--- src/rtl/parity_pkg.sv ---
// parity_pkg: shared FSM states, reset values and width helper for parity_accum
package parity_pkg;

    typedef enum logic [1:0] {
        S_IDLE  = 2'b00,
        S_ACCUM = 2'b01,
        S_DONE  = 2'b10
    } state_t;

    localparam state_t RST_STATE = S_IDLE;
    localparam logic   RST_BIT   = 1'b0;

    // Width needed to hold the values 0..max_words inclusive
    function automatic int cw_f(input int max_words);
        return $clog2(max_words + 1);
    endfunction

endpackage

--- src/rtl/parity_accum_xor_word.sv ---
// xor_word: bitwise XOR of two words plus reduction XOR of the result
module xor_word #(
    parameter int WIDTH = 8
) (
    input  logic [WIDTH-1:0] i_a,
    input  logic [WIDTH-1:0] i_b,
    output logic [WIDTH-1:0] o_y,
    output logic             o_par
);

    assign o_y   = i_a ^ i_b;
    assign o_par = ^o_y;

endmodule

--- src/rtl/parity_accum.sv ---
// parity_accum: framed column-XOR parity accumulator; macro PARITY_CHECK_EN adds i_exp_col/o_p_err compare
module parity_accum
    import parity_pkg::*;
#(
    parameter  int WIDTH     = 8,
    parameter  int MAX_WORDS = 16,
    localparam int CW        = cw_f(MAX_WORDS)
) (
    input  logic             i_clk,
    input  logic             i_rst,
    input  logic             i_start,
    input  logic [CW-1:0]    i_len,
    input  logic [WIDTH-1:0] i_d,
    input  logic             i_d_valid,
`ifdef PARITY_CHECK_EN
    input  logic [WIDTH-1:0] i_exp_col,
    output logic             o_p_err,
`endif
    output logic             o_d_ready,
    output logic [WIDTH-1:0] o_p_col,
    output logic             o_p_bit,
    output logic             o_done,
    output logic             o_busy
);

    localparam logic [CW-1:0] MAX_LEN = CW'(MAX_WORDS);
    localparam logic [CW-1:0] ONE     = CW'(1);

    state_t           r_state;
    logic [WIDTH-1:0] r_acc;
    logic [WIDTH-1:0] r_p_col;
    logic             r_p_bit;
    logic [CW-1:0]    r_cnt;
    logic [CW-1:0]    w_len;
    logic [WIDTH-1:0] w_acc_nxt;
    logic             w_acc_par;

    // Next accumulator value and its parity, used both for the update and the final result
    xor_word #(.WIDTH(WIDTH)) u_xor (
        .i_a   (r_acc),
        .i_b   (i_d),
        .o_y   (w_acc_nxt),
        .o_par (w_acc_par)
    );

    assign w_len     = (i_len > MAX_LEN) ? MAX_LEN : i_len;
    assign o_d_ready = (r_state == S_ACCUM);
    assign o_busy    = (r_state == S_ACCUM) || (r_state == S_DONE);
    assign o_done    = (r_state == S_DONE);
    assign o_p_col   = r_p_col;
    assign o_p_bit   = r_p_bit;

`ifdef PARITY_CHECK_EN
    logic r_p_err;
    assign o_p_err = r_p_err;
`endif

    // Frame sequencing, accumulation and result capture on entry to DONE
    always_ff @(posedge i_clk or posedge i_rst) begin
        if (i_rst) begin
            r_state <= RST_STATE;
            r_acc   <= '0;
            r_cnt   <= '0;
            r_p_col <= '0;
            r_p_bit <= RST_BIT;
`ifdef PARITY_CHECK_EN
            r_p_err <= RST_BIT;
`endif
        end else begin
            case (r_state)
                S_IDLE: begin
                    if (i_start) begin
                        r_acc <= '0;
                        r_cnt <= w_len;
                        if (i_len == '0) begin
                            r_state <= S_DONE;
                            r_p_col <= '0;
                            r_p_bit <= 1'b0;
`ifdef PARITY_CHECK_EN
                            r_p_err <= |i_exp_col;
`endif
                        end else begin
                            r_state <= S_ACCUM;
                        end
                    end
                end
                S_ACCUM: begin
                    if (i_d_valid) begin
                        r_acc <= w_acc_nxt;
                        r_cnt <= r_cnt - ONE;
                        if (r_cnt == ONE) begin
                            r_state <= S_DONE;
                            r_p_col <= w_acc_nxt;
                            r_p_bit <= w_acc_par;
`ifdef PARITY_CHECK_EN
                            r_p_err <= |(w_acc_nxt ^ i_exp_col);
`endif
                        end
                    end
                end
                S_DONE:  r_state <= S_IDLE;
                default: r_state <= S_IDLE;
            endcase
        end
    end

endmodule

--- config.mk ---
export PLATFORM = sky130hd
export DESIGN_NAME = parity_accum
export DESIGN_NICKNAME = d
export VERILOG_FILES = /design/src/rtl/parity_pkg.sv /design/src/rtl/parity_accum_xor_word.sv /design/src/rtl/parity_accum.sv
export SDC_FILE = /design/constraint.sdc
export NUM_CORES = 1
export LEC_CHECK = 0
export CAP_MARGIN = 5
export CELL_PAD_IN_SITES_DETAIL_PLACEMENT = 1
export CELL_PAD_IN_SITES_GLOBAL_PLACEMENT = 1
export CORE_AREA = 2 2 61 63
export DETAILED_ROUTE_END_ITERATION = 16
export DIE_AREA = 0 0 63 65
export PLACE_DENSITY = 0.82
export SYNTH_ARGS = -nofsm -noshare
export SYNTH_HDL_FRONTEND = slang
export SYNTH_SLANG_ARGS = --single-unit
export TNS_END_PERCENT = 5
--- constraint.sdc ---
create_clock -name i_clk -period 3.2 [get_ports i_clk]
set_input_delay 0.48 -clock i_clk [delete_from_list [all_inputs] [get_ports i_clk]]
set_output_delay 0.48 -clock i_clk [all_outputs]
set_load 0.05 [all_outputs]
==> images/placement.png <==
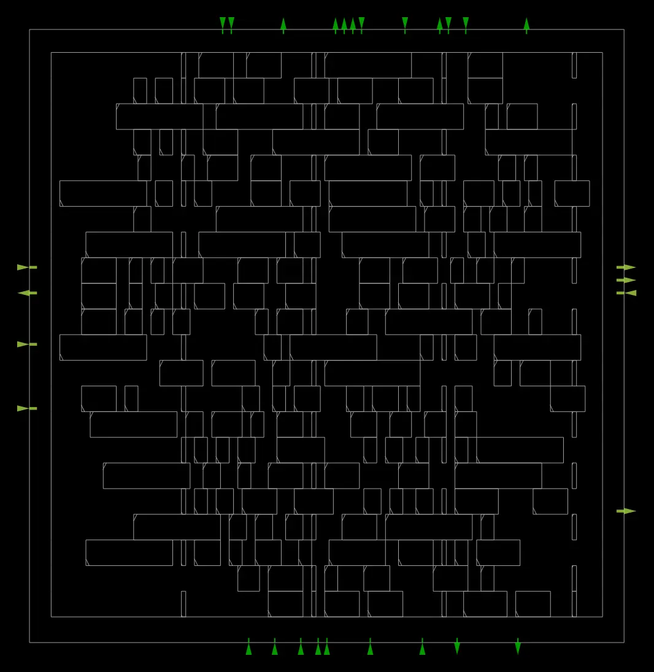
final core utilization: 0.4964
sequential share of cell area: 0.3461

==> images/io_placement.png <==
Pins as bars across the die edge, other pins in gray.
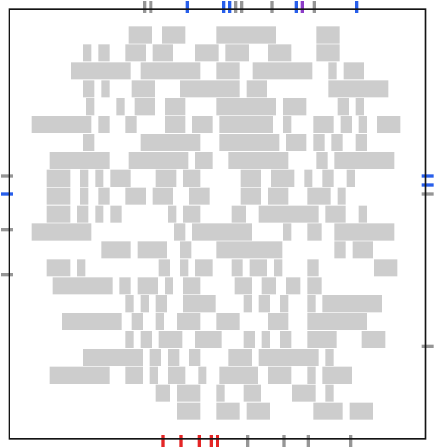
[purple] i_clk | pins: 1 | direction: input | edge: north
[red] i_len | pins: 5 | direction: input | edge: south
[blue] o_p_col | pins: 8 | direction: output | edge: 5 north, 2 east, 1 west
die height: 65 µm
die outline width: 63 µm
number of port buffers: 28

==> images/wires.png <==
Scale bar: 20 µm.
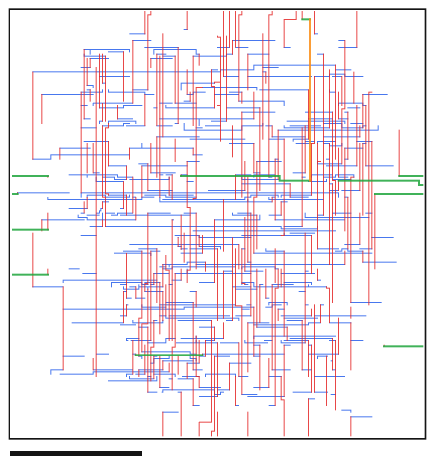
[red] metal 2 | wire length: 1710 µm
[blue] metal 1 | wire length: 1520 µm
[green] metal 3 | wire length: 77.9 µm
[orange] metal 4 | wire length: 24.5 µm
gr usage total: 0.1777
routed wire length: 3332 µm

==> images/clk_routes.png <==
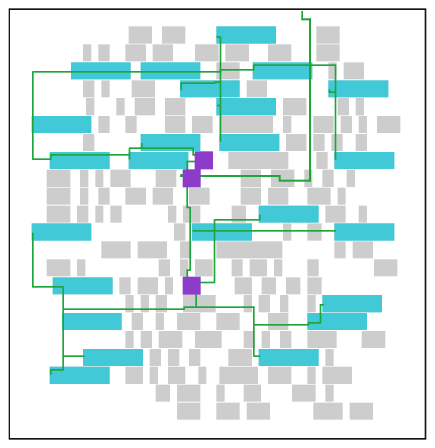
[purple] clock drivers | count: 3
[cyan] flip-flops | count: 24
[green] clock wires | length: 327 µm
routed clock nets: 4

==> ci_impl_report.md <==
### Yosys + OpenROAD results

| Metric | Value |
|---|---|
| Run status | completed |
| Detailed Routing Iterations Pass 1 | 4 |
| Sequential power share | 0.315 |
| Die area | 4095 µm² |
| Logic pwr share | 0.580 |
| Worst vdd ir | 0.2968 mV |
| Antenna violations before repair | 0 |
| Worst-path fanout max | 13 |
| Logic share of the area | 0.4110 |
| Final setup margin | around 0.58 ns |
| YS chip area | roughly 1400 µm² |
| Worst Setup SP | r_state[1]$_DFFE_PP0P_ |
| Max Root-Sink Buffers | 2 |
| Vias in the first global route | 1178 |
| CTS root buf | clkbuf_4 |
| Non-CTS buffers | 30 |
| DRC | 0 |
| Registers | 24 |
| P&R area growth vs syn | 26.67% |
| CP bufs+invs | 2 |
| CTS tree | yes |
| Clock skew | 0.004607 ns |
| Reg-to-reg slack, setup | roughly 1 ns |
| Post-synth regs | 24 |
| Crit path cell chain | inv_1, ha_1, clkdlybuf4s50_1 |
| Final slew viol count | 0 |
| Worst slack, placed | just under 0.7 ns |
| Met1 GRT Util | 0.2280 |
| Share of layout cells above drive strength 1 | 0.07059 |
| Top-area cell share | 0.4384 |
| Final layout net count | 193 |
| Clk ins delay skew pair | 0.31 ns |
| WL met2 | 1707 µm |
| CP Depth | 3 |
| GP Congestion | 0.7552 |
| Top logic family | AND-OR/OR-AND gates |
| Worst-Margin Slew | 0.9312 ns |
| RR Endpoint | r_cnt[2]$_DFFE_PP0P_ |
| Logic area | 713.2 µm² |
| R2r worst-path depth | 7 |
| Dpl hpwl | 2585 µm |
| Core Region | 3496 µm² |
| Logic inverters | 8 |
| Hold-critical path depth | 1 |
| WHS | 0.5179 ns |
| Simple share | 0.1425 |
| # fillers | 424 |
| Top delay family on crit path | buffers and inverters |
| Number of logged tool warnings | 29 |
| Met1 Wirelength | 1522 µm |
| Post-synth EDFFs | 0 |
| Crit path DRT | 2.72 ns |
| DR iter-0 viols | between 50 and 60 |
| DR vias | 1097 |
| # rows | 22 |
| Unrepaired setup endpoints after global routing | false |
| H-Tree Depth | 1 |
| Leak | 0.7534 nW |
| Path category of the worst min-delay check | flip-flop to flip-flop |
| Critical Path AT | 2.14 ns |
| Post-Layout Cell Count | 218 |
| Top cells by count, synth | 25 x nand2_1, 24 x dfrtp_1, 21 x o21ai_0 |
| Worst path max stage delay | 0.89 ns |
| Antenna Nets Post-Route | 0 |
| P_seq | between 400 and 500 µW |
| Synth mux share | 0 |
| Placed Area | 1699 µm² |
Power is estimated from default activity; no workload was simulated.
